### config.mk
export PLATFORM = sky130hd
export DESIGN_NAME = ghash_ctrl
export DESIGN_NICKNAME = d
export VERILOG_FILES = /design/src/rtl/ghash_ctrl.sv
export SDC_FILE = /design/constraint.sdc
export NUM_CORES = 2
export LEC_CHECK = 0
export CORE_AREA = 2 2 354 356
export DETAILED_ROUTE_END_ITERATION = 16
export DIE_AREA = 0 0 356 358
export GPL_TIMING_DRIVEN = 1
export PLACE_DENSITY_LB_ADDON = 0.1
export SLEW_MARGIN = 20
export SYNTH_ARGS = -nofsm -noshare
export SYNTH_HDL_FRONTEND = slang
export SYNTH_SLANG_ARGS = --single-unit
export TNS_END_PERCENT = 30
### constraint.sdc
create_clock -name clk -period 2.6 [get_ports clk]
set_input_delay 0.52 -clock clk [delete_from_list [all_inputs] [get_ports clk]]
set_output_delay 0.52 -clock clk [all_outputs]
set_load 0.02 [all_outputs]
### src/rtl/ghash_ctrl.sv
// ghash_ctrl: sequencer for the GHASH stage of AES-GCM.
// Owns the hash key (H) and accumulator (X) registers. It takes 128-bit AAD/ciphertext blocks
// over a valid/ready handshake and drives an external registered GF(2^128) multiplier with a
// latency of 1 clock. Each block computes X_i = (X_{i-1} ^ B_i) * H. It then folds in the
// length block and presents the GHASH value.
//
// Ports:
//   clk, rst            clock, synchronous active-high reset
//   iStart              start a message (honoured in IDLE/DONE only)
//   iHashkey, iLenBlk   H and {len(A),len(C)}, sampled with iStart
//   iBlkValid/oBlkReady block handshake; iBlkData, iBlkLast qualified by iBlkValid
//   oMulA, oMulB        multiplier operands (oMulB holds H)
//   iMulResult          multiplier product, valid one cycle after operands
//   oGhash, oDone       final hash and its one-cycle update pulse
//   oBusy               high in every state except IDLE and DONE
// Bit 0 of every 128-bit bus is the GCM MSB.
module ghash_ctrl (
  input  logic         clk,
  input  logic         rst,
  input  logic         iStart,
  input  logic [0:127] iHashkey,
  input  logic [0:127] iLenBlk,
  input  logic         iBlkValid,
  input  logic [0:127] iBlkData,
  input  logic         iBlkLast,
  output logic         oBlkReady,
  output logic [0:127] oMulA,
  output logic [0:127] oMulB,
  input  logic [0:127] iMulResult,
  output logic [0:127] oGhash,
  output logic         oDone,
  output logic         oBusy
);

  typedef enum logic [2:0] {
    StIdle,
    StAcc,
    StM1,
    StM2,
    StL1,
    StL2,
    StDone
  } state_e;

  state_e       state_q;
  logic [0:127] x_q;
  logic [0:127] len_q;
  logic         last_q;

  // All outputs are registered and updated alongside the state transition.
  always_ff @(posedge clk) begin
    if (rst) begin
      state_q   <= StIdle;
      x_q       <= '0;
      len_q     <= '0;
      last_q    <= 1'b0;
      oMulA     <= '0;
      oMulB     <= '0;
      oGhash    <= '0;
      oBlkReady <= 1'b0;
      oDone     <= 1'b0;
      oBusy     <= 1'b0;
    end else begin
      oDone <= 1'b0;
      unique case (state_q)
        StIdle, StDone: begin
          if (iStart) begin
            oMulB <= iHashkey;
            len_q <= iLenBlk;
            x_q   <= '0;
            oBusy <= 1'b1;
            if (iLenBlk == '0) begin
              // Empty message: 0 * H = 0, so the result still flows through the multiplier.
              oMulA   <= '0;
              state_q <= StL1;
            end else begin
              oBlkReady <= 1'b1;
              state_q   <= StAcc;
            end
          end
        end
        StAcc: begin
          if (iBlkValid) begin
            oMulA     <= x_q ^ iBlkData;
            last_q    <= iBlkLast;
            oBlkReady <= 1'b0;
            state_q   <= StM1;
          end
        end
        // Operand is stable at the multiplier; its product is registered at the end of this cycle.
        StM1: state_q <= StM2;
        StM2: begin
          if (last_q) begin
            oMulA   <= iMulResult ^ len_q;
            state_q <= StL1;
          end else begin
            x_q       <= iMulResult;
            oBlkReady <= 1'b1;
            state_q   <= StAcc;
          end
        end
        StL1: state_q <= StL2;
        StL2: begin
          oGhash  <= iMulResult;
          oDone   <= 1'b1;
          oBusy   <= 1'b0;
          state_q <= StDone;
        end
        default: begin
          oBlkReady <= 1'b0;
          oBusy     <= 1'b0;
          state_q   <= StIdle;
        end
      endcase
    end
  end

endmodule

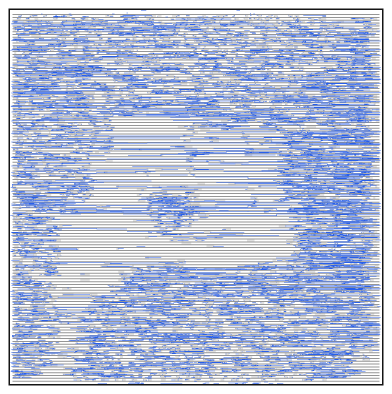
(images/layer_met1.png)
Supply wires on this layer in grey. Cells faint in the background.
longest straight run: 148 µm
nets with wire on the layer: 4299

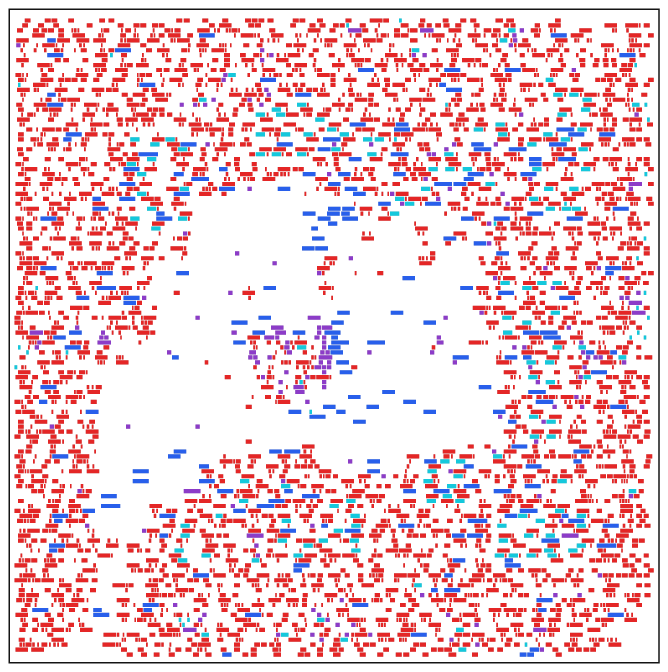
(images/sizes.png)
legend:
  cyan:
    size: _2 cells
    cells: 176
    share: 4.2%
  blue:
    size: _6 and larger
    cells: 223
    share: 5.3%
  purple:
    size: _3 and _4 cells
    cells: 187
    share: 4.4%
  red:
    size: _0 and _1 cells
    cells: 3651
    share: 86%

==> out/notes.md <==
- finished, violations left — status
- negative setup slack — failing checks
- 26960 µm² — summed standard-cell area reported by yosys
- 3717 — post-synth net total
- dfxtp_1, nand2_1, a21oi_1 — leading post-synthesis cells by cell area
- or4_4 — slowest stage cell on the critical path
- oMulA[81]$_SDFFE_PP0P_ — endpoint of the most critical setup path
- 3 — worst-case clock buffer depth
- 0.8184 — final weighted congestion in routability-driven placement
- dfxtp_1 — ys flop type
- 8.424 µm² — mean cell area of the mapped netlist
- 358 µm — Die Y
- 0.447 — Comb pwr share
- 0.1649 — synthesized-area fraction occupied by and/or/nand/nor cells
- 0.08317 — XOR/XNOR Area Share
- 0.289 — Flop pwr share
- 102200 µm — DP HPWL
- yes — CTS tree
- 23.88 µm — wire length per cell after detailed routing
- 0 — global route overflow
- 0.2115 — global-route total usage across every layer
- met5 — uppermost metal layer occupied by signal nets
- 903 — count of input and output buffers
- 27070 — number of global-route vias before repair
- 15.97 nW — leakage power of the design
- in -> reg — class of the tightest hold or removal check
- 0.0007890 — mux contribution to synthesized area
- 0 — max cap viols
- 0.05837 — Global Route met3 Usage
- 0.4805 — sequential cell area fraction in the yosys report
- 1.038 ns — transition time at the pin with the least slew margin
- 26790 — via count
- 904 — I/O Pins
- 0 — Max Slew Vio Count
- 130 — Non-Clock Inverter Count
- clkbuf_16 — CTS Root Cell
- -0.1660 ns — final critical-path setup slack
- 0.3615 GHz — Peak Freq
- AND-OR/OR-AND gates — combinational family with the most area after synthesis
- 129 — clock buffer count
- 0.2961 — multi-input gate share of total cell area
- 0.264 — clock share of power
- 26960 µm² — cell area after synthesis
- nand2_1, clkdlybuf4s50_1, dfxtp_1 — commonest non-fill, non-tap cells in the layout
- 20 — antenna violations before repair
- 13000 — number of filler instances in the final layout
- 0 — remaining antenna violation count after routing
- 647 — Synth flops
- 0.3522 — Final Core Density
- 123300 µm² — CORE AREA
- iLenBlk[105] — startpoint of the tightest hold check path
- state_q[2]$_SDFFE_PP0P_ — Reg2Reg Launch Point
- 12950 µm² — FF/Latch Area
- 8 — number of inserted diodes
- 3200 — count of mapped cells out of synthesis
- 140500 µm — total wire length after detailed routing
- 67 — pin count of the biggest net entering global routing
- 0.4805 — Max-area cell share
- oMulA[57]$_SDFFE_PP0P_ — endpoint of the most critical register-to-register path
- 127400 µm² — total die size
- 0.2982 — Seq/total area
- 3 — level count of the clock H-tree
- 45.22 mW — Total Power Consumption
- 71930 µm — wire length on met2
- 6 — number of cells traversed by the worst register-to-register path
- 0.02792 ns — Worst Clk Skew
- clkdlybuf4s50_1 -> nor4_2 -> nand4_1 -> buf_6 -> or4_4 -> a211oi_4 -> buf_4 -> o21ai_4 -> buf_6 -> buf_16 -> buf_16 -> a221oi_4 — Cell Chain, Critical Path
- 0 — count of library flops with an enable pin
- 55810 µm — total routed wire length on the met1 layer
- 1637 — tap cell instance count
- 28 — tally of OpenROAD warnings
- 4.554 — drt via density
- 0.0005514 V — Peak VDD IR
- 0 — # DRC
- 1041 nW/µm² — power density cells
- primary input — crit path launch type
- 1368 — violation count after the first detailed-route iteration
- in -> reg — critical setup path kind
- 356 µm — Horiz. Die Dim
- 0.2070 — yosys aoi share
- 197100 µm — global-route wire length before repair
- 38 — count of cell types in the netlist
- 128 — setup-violating endpoint count in the final report
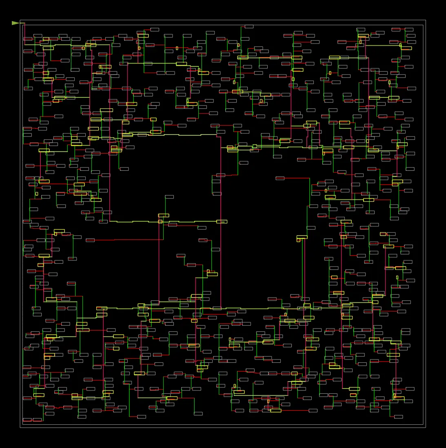
(images/clocks.png)
clock network latency to the later pin of the worst-skew pair: 0.66 ns
total CTS buffers: 83

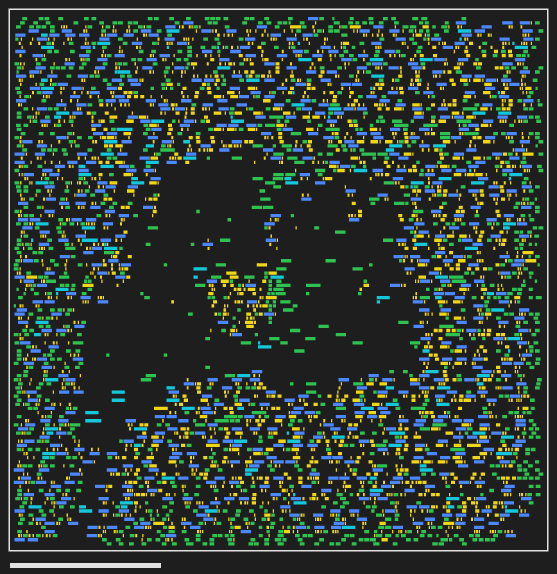
(images/placement_by_type.png)
The bar under the picture is 100 µm long.
legend:
  green:
    class: remaining buffers and delay cells
    cells: 1162
  cyan:
    class: clock drivers and dummy loads
    cells: 148
  yellow:
    class: combinational and other logic
    cells: 2280
  blue:
    class: sequential cells
    cells: 647

## critical path: cells and delay by family
kind,cells,cell delay (ns)
compound gates,3,0.50
simple gates,3,1.02
buf+inv,6,1.26
## power groups by stage
| stage | Sequential [mW] | Combinational (mW) | Clock [mW] |
|---|---|---|---|
| global route | 13.3 | 21.6 | 12.7 |
| CTS | 13.1 | 20.5 | 12.4 |
| finish | 13.1 | 20.2 | 11.9 |
| global placement | 13.3 | 19.1 | 0 |
| detailed placement | 13.3 | 19.0 | 0 |
| floorplan | 14.7 | 7.72 | 0 |
## registers in the layout, indices dropped and copies added (netlist names)
signal	flops
state_q	3
oDone	1
x_q	128
oGhash	128
oBusy	1
len_q	128
oBlkReady	1
last_q	1
oMulB	128
oMulA	128
## synth_stat cells, types with 5 or more instances
cell	count
dfxtp_1	647
nand3_1	130
buf_8	10
nand4_1	8
buf_4	12
buf_6	6
buf_1	11
nor2b_1	5
xor2_1	256
a221oi_2	100
a221oi_1	156
clkbuf_1	233
a21oi_1	518
inv_1	130
nor4_1	34
nor2_1	10
o21ai_0	6
nand2_1	902
## metrics by stage
stage               cell area [µm²]  std cells  TNS [ns]  hold WS, ns  worst slack, ns
CTS                           43270       5873    -10.66      0.05213          -0.1178
global placement              39360       5683   -195.73       0.4408           -1.553
floorplan                     26960       3200         0       0.4436           0.1487
detailed placement            39360       5683   -203.04       0.4458           -1.612
global route                  43430       5882    -15.48      0.07990          -0.2011
finish                        43430       5882    -12.60       0.1150          -0.1660
## kinds of logic after synthesis
logic type / after synthesis
AND/OR/NAND/NOR: 1101
AND-OR/OR-AND: 791
multiplexers: 2
XOR/XNOR: 256
buffers and inverters: 403
flip-flops: 647
## timing repair
action                     CTS  global route
setup buffers               25             1
resized                    192            95
gates cloned                18             1
pin swaps                  149            50
setup endpoints to repair  131           131
Power figures rest on the tool's default switching activity, not on a simulated workload.
